`src/rtl/core_pkg.sv`:
```
// Shared types for the RV32I fetch path: next-PC selects, fetch FSM states and the reset vector.
package core_pkg;

    localparam logic [31:0] RESET_VEC_DEF = 32'h0000_0000;

    typedef enum logic [2:0] {
        PC_SEQ    = 3'd0,
        PC_JALR   = 3'd1,
        PC_BRANCH = 3'd2,
        PC_JAL    = 3'd3,
        PC_MTVEC  = 3'd4,
        PC_MEPC   = 3'd5
    } pc_src_t;

    typedef enum logic [1:0] {
        ISSUE = 2'd0,
        WAIT  = 2'd1,
        HOLD  = 2'd2
    } fetch_state_t;

endpackage

```
`src/rtl/pc_next_sel.sv`:
```
// Next-PC mux: picks the target, clears the jalr LSB and diverts misaligned targets to mtvec.
module pc_next_sel
    import core_pkg::*;
#(
    parameter int PC_STEP = 4
) (
    input  logic [31:0] i_pc,
    input  logic [2:0]  i_pc_source,
    input  logic [31:0] i_jalr,
    input  logic [31:0] i_branch,
    input  logic [31:0] i_jal,
    input  logic [31:0] i_mtvec,
    input  logic [31:0] i_mepc,
    output logic [31:0] o_target,
    output logic [31:0] o_next_pc,
    output logic        o_misalign
);

    always_comb begin
        o_target = i_pc + 32'(PC_STEP);
        case (pc_src_t'(i_pc_source))
            PC_JALR:   o_target = {i_jalr[31:1], 1'b0};
            PC_BRANCH: o_target = i_branch;
            PC_JAL:    o_target = i_jal;
            PC_MTVEC:  o_target = i_mtvec;
            PC_MEPC:   o_target = i_mepc;
            default:   o_target = i_pc + 32'(PC_STEP);
        endcase
    end

    // The trap vector is trusted, so only non-mtvec targets can fault.
    assign o_misalign = (i_pc_source != PC_MTVEC) && (o_target[1:0] != 2'b00);
    assign o_next_pc  = o_misalign ? i_mtvec : o_target;

endmodule

```
`src/rtl/pc_fetch_unit.sv`:
```
// Architectural PC plus a single-outstanding instruction fetch (req/gnt/rvalid) feeding decode.
module pc_fetch_unit
    import core_pkg::*;
#(
    parameter logic [31:0] RESET_VEC = RESET_VEC_DEF,
    parameter int          PC_STEP   = 4
) (
    input  logic        i_clk,
    input  logic        i_rst,
    input  logic        i_pc_write,
    input  logic [2:0]  i_pc_source,
    input  logic [31:0] i_jalr,
    input  logic [31:0] i_branch,
    input  logic [31:0] i_jal,
    input  logic [31:0] i_mtvec,
    input  logic [31:0] i_mepc,
    output logic        o_imem_req,
    output logic [31:0] o_imem_addr,
    input  logic        i_imem_gnt,
    input  logic        i_imem_rvalid,
    input  logic [31:0] i_imem_rdata,
    output logic [31:0] o_instr,
    output logic [31:0] o_instr_pc,
    output logic        o_instr_valid,
    output logic [31:0] o_pc,
    output logic        o_misalign,
    output logic [31:0] o_fault_addr
);

    fetch_state_t r_state;
    logic         r_kill;
    logic [31:0]  r_pc;
    logic [31:0]  r_instr;
    logic [31:0]  r_instr_pc;
    logic         r_instr_valid;
    logic         r_misalign;
    logic [31:0]  r_fault_addr;

    logic [31:0]  w_target;
    logic [31:0]  w_next_pc;
    logic         w_misalign;

    pc_next_sel #(.PC_STEP(PC_STEP)) u_next_sel (
        .i_pc        (r_pc),
        .i_pc_source (i_pc_source),
        .i_jalr      (i_jalr),
        .i_branch    (i_branch),
        .i_jal       (i_jal),
        .i_mtvec     (i_mtvec),
        .i_mepc      (i_mepc),
        .o_target    (w_target),
        .o_next_pc   (w_next_pc),
        .o_misalign  (w_misalign)
    );

    always_ff @(posedge i_clk) begin
        if (i_rst) begin
            r_state       <= ISSUE;
            r_kill        <= 1'b0;
            r_pc          <= RESET_VEC;
            r_instr       <= '0;
            r_instr_pc    <= '0;
            r_instr_valid <= 1'b0;
            r_misalign    <= 1'b0;
            r_fault_addr  <= '0;
        end else begin
            r_misalign <= 1'b0;
            if (i_pc_write) begin
                r_pc <= w_next_pc;
                if (w_misalign) begin
                    r_misalign   <= 1'b1;
                    r_fault_addr <= w_target;
                end
            end
            case (r_state)
                // A grant in the same cycle as a redirect fetched the stale PC.
                ISSUE: if (i_imem_gnt) begin
                    r_state <= WAIT;
                    r_kill  <= i_pc_write;
                end
                WAIT: begin
                    if (i_imem_rvalid) begin
                        if (r_kill || i_pc_write) begin
                            r_kill  <= 1'b0;
                            r_state <= ISSUE;
                        end else begin
                            r_instr       <= i_imem_rdata;
                            r_instr_pc    <= r_pc;
                            r_instr_valid <= 1'b1;
                            r_state       <= HOLD;
                        end
                    end else if (i_pc_write) begin
                        r_kill <= 1'b1;
                    end
                end
                HOLD: if (i_pc_write) begin
                    r_instr_valid <= 1'b0;
                    r_state       <= ISSUE;
                end
                default: r_state <= ISSUE;
            endcase
        end
    end

    assign o_imem_req    = (r_state == ISSUE) && !i_rst;
    assign o_imem_addr   = r_pc;
    assign o_pc          = r_pc;
    assign o_instr       = r_instr;
    assign o_instr_pc    = r_instr_pc;
    assign o_instr_valid = r_instr_valid;
    assign o_misalign    = r_misalign;
    assign o_fault_addr  = r_fault_addr;

endmodule

```
`config.mk`:
```
export PLATFORM = sky130hd
export DESIGN_NAME = pc_fetch_unit
export DESIGN_NICKNAME = d
export VERILOG_FILES = /design/src/rtl/core_pkg.sv /design/src/rtl/pc_next_sel.sv /design/src/rtl/pc_fetch_unit.sv
export SDC_FILE = /design/constraint.sdc
export NUM_CORES = 1
export LEC_CHECK = 0
export CORE_ASPECT_RATIO = 0.8
export CORE_MARGIN = 10
export CORE_UTILIZATION = 37
export CTS_CLUSTER_DIAMETER = 150
export CTS_CLUSTER_SIZE = 10
export DETAILED_ROUTE_END_ITERATION = 10
export PLACE_DENSITY = 0.74
export SYNTH_ARGS = -nofsm -noshare
export SYNTH_HDL_FRONTEND = slang
export SYNTH_SLANG_ARGS = --single-unit
```
`constraint.sdc`:
```
create_clock -name i_clk -period 2.27 [get_ports i_clk]
set_input_delay 0.454 -clock i_clk [delete_from_list [all_inputs] [get_ports i_clk]]
set_output_delay 0.454 -clock i_clk [all_outputs]
set_load 0.02 [all_outputs]
```
==> flow_summary.json <==
{
  "grt_max_degree": 84,
  "setup_ws_ps": 90.7,
  "mostFrequentLayoutCells": "clkdlybuf4s50_1 (357), nand2_1 (171), dfxtp_1 (131), a21oi_1 (107), buf_4 (101)",
  "slew_headroom_pct": 38.6,
  "cts_setup_buffers": 0,
  "drc": 0,
  "async_reset_ff_share_pct": 0,
  "yosys.area.top_type": "dfxtp_1",
  "timing.hold.ws_ps": 274,
  "logic_gate_count": 644,
  "skew_ps": 14.1,
  "avgSynthCellArea_um2": 7.94,
  "ys.flops": 133,
  "synthCells": 902,
  "openroad.warnings": 27,
  "core_um2": 19000,
  "dominant_cells": "non-clock buffers",
  "outcome": "complete, no violations",
  "layout.nets": 1482,
  "cp_data_required_time_ps": 2560,
  "grt_setup_unrepaired": "false",
  "hold_buffers": 0,
  "hpwl_um": 26600,
  "via_per_inst": 5.46,
  "fp.dieW_um": 176,
  "stdcell_area_um2": 12000
}
==> what timing repair did <==
item,in CTS,in global routing
pin swaps,0,0
setup endpoints to repair,19,2
resized,5,2
cloned,0,0
==> where the power goes <==
| part | internal, mW | switching (mW) | leakage [nW] |
|---|---|---|---|
| registers | 2.49 | 0.115 | 1.09 |
| logic | 1.12 | 1.11 | 3.11 |
| clock network | 1.40 | 1.10 | 0.253 |
| total | 5.01 | 2.33 | 4.45 |
==> layer usage <==
metal  global-route usage, %  part of all wire, %  up-vias
li1                        -                    -     3944
met1                    29.6                   40     4015
met2                    43.1                   48      465
met3                    9.77                   11       42
met4                    5.25                  1.4        2
met5                       0                0.039        -
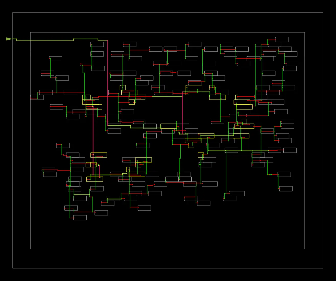
**Above:** clock routing.
Seq cells: 133
total CTS buffers: 17

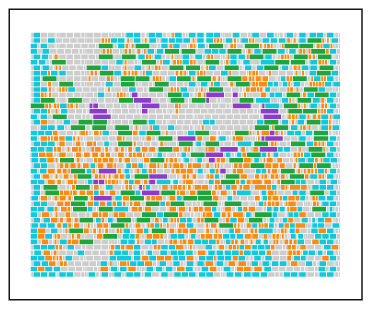
**Above:** cell classes on the final placement.
(2 px per µm) Fill, decap, tap and diode cells in gray.
[clock drivers and dummy loads] purple | cells: 32 | share of their area: 4.6%
[flip-flops] green | cells: 133 | share of their area: 23%
[other buffers and delay cells] cyan | cells: 470 | share of their area: 39%
[all other logic] orange | cells: 659 | share of their area: 34%

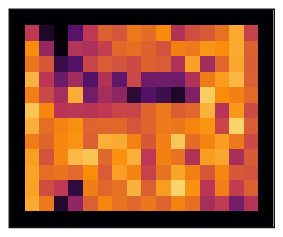
**Above:** local utilization.
(1.5 px per µm) 18 x 14 tiles, from black (low) to pale yellow (high), 0 to 100% covered.
mean over tiles: 46%
nearly empty tiles: 24%
tiles over 75% full: 15%
emptiest ninth of the die: north-west

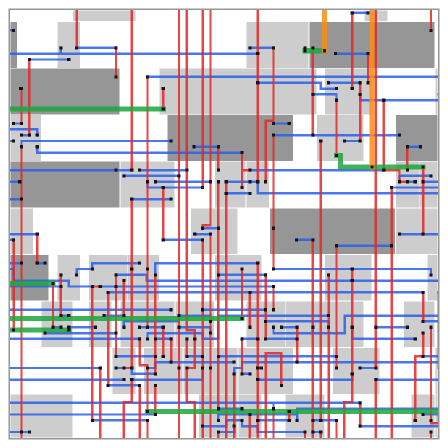
**Above:** a small window of the routed layout.
Region (75, 60) to (100, 85) µm. Cells in gray, sequential cells in the stronger gray; small squares are vias.
[met4] orange
[met3] green
[met1] blue
[met2] red
most frequent: nor2_1 (5), dfxtp_1 (5), buf_4 (5)
sequential cells in the window: 5
cells with their middle in the window: 37
netlist names of flops here include: `o_fault_addr` (3), `o_imem_addr` (2)

No activity file was given, so power comes from the tool's default toggle rates.
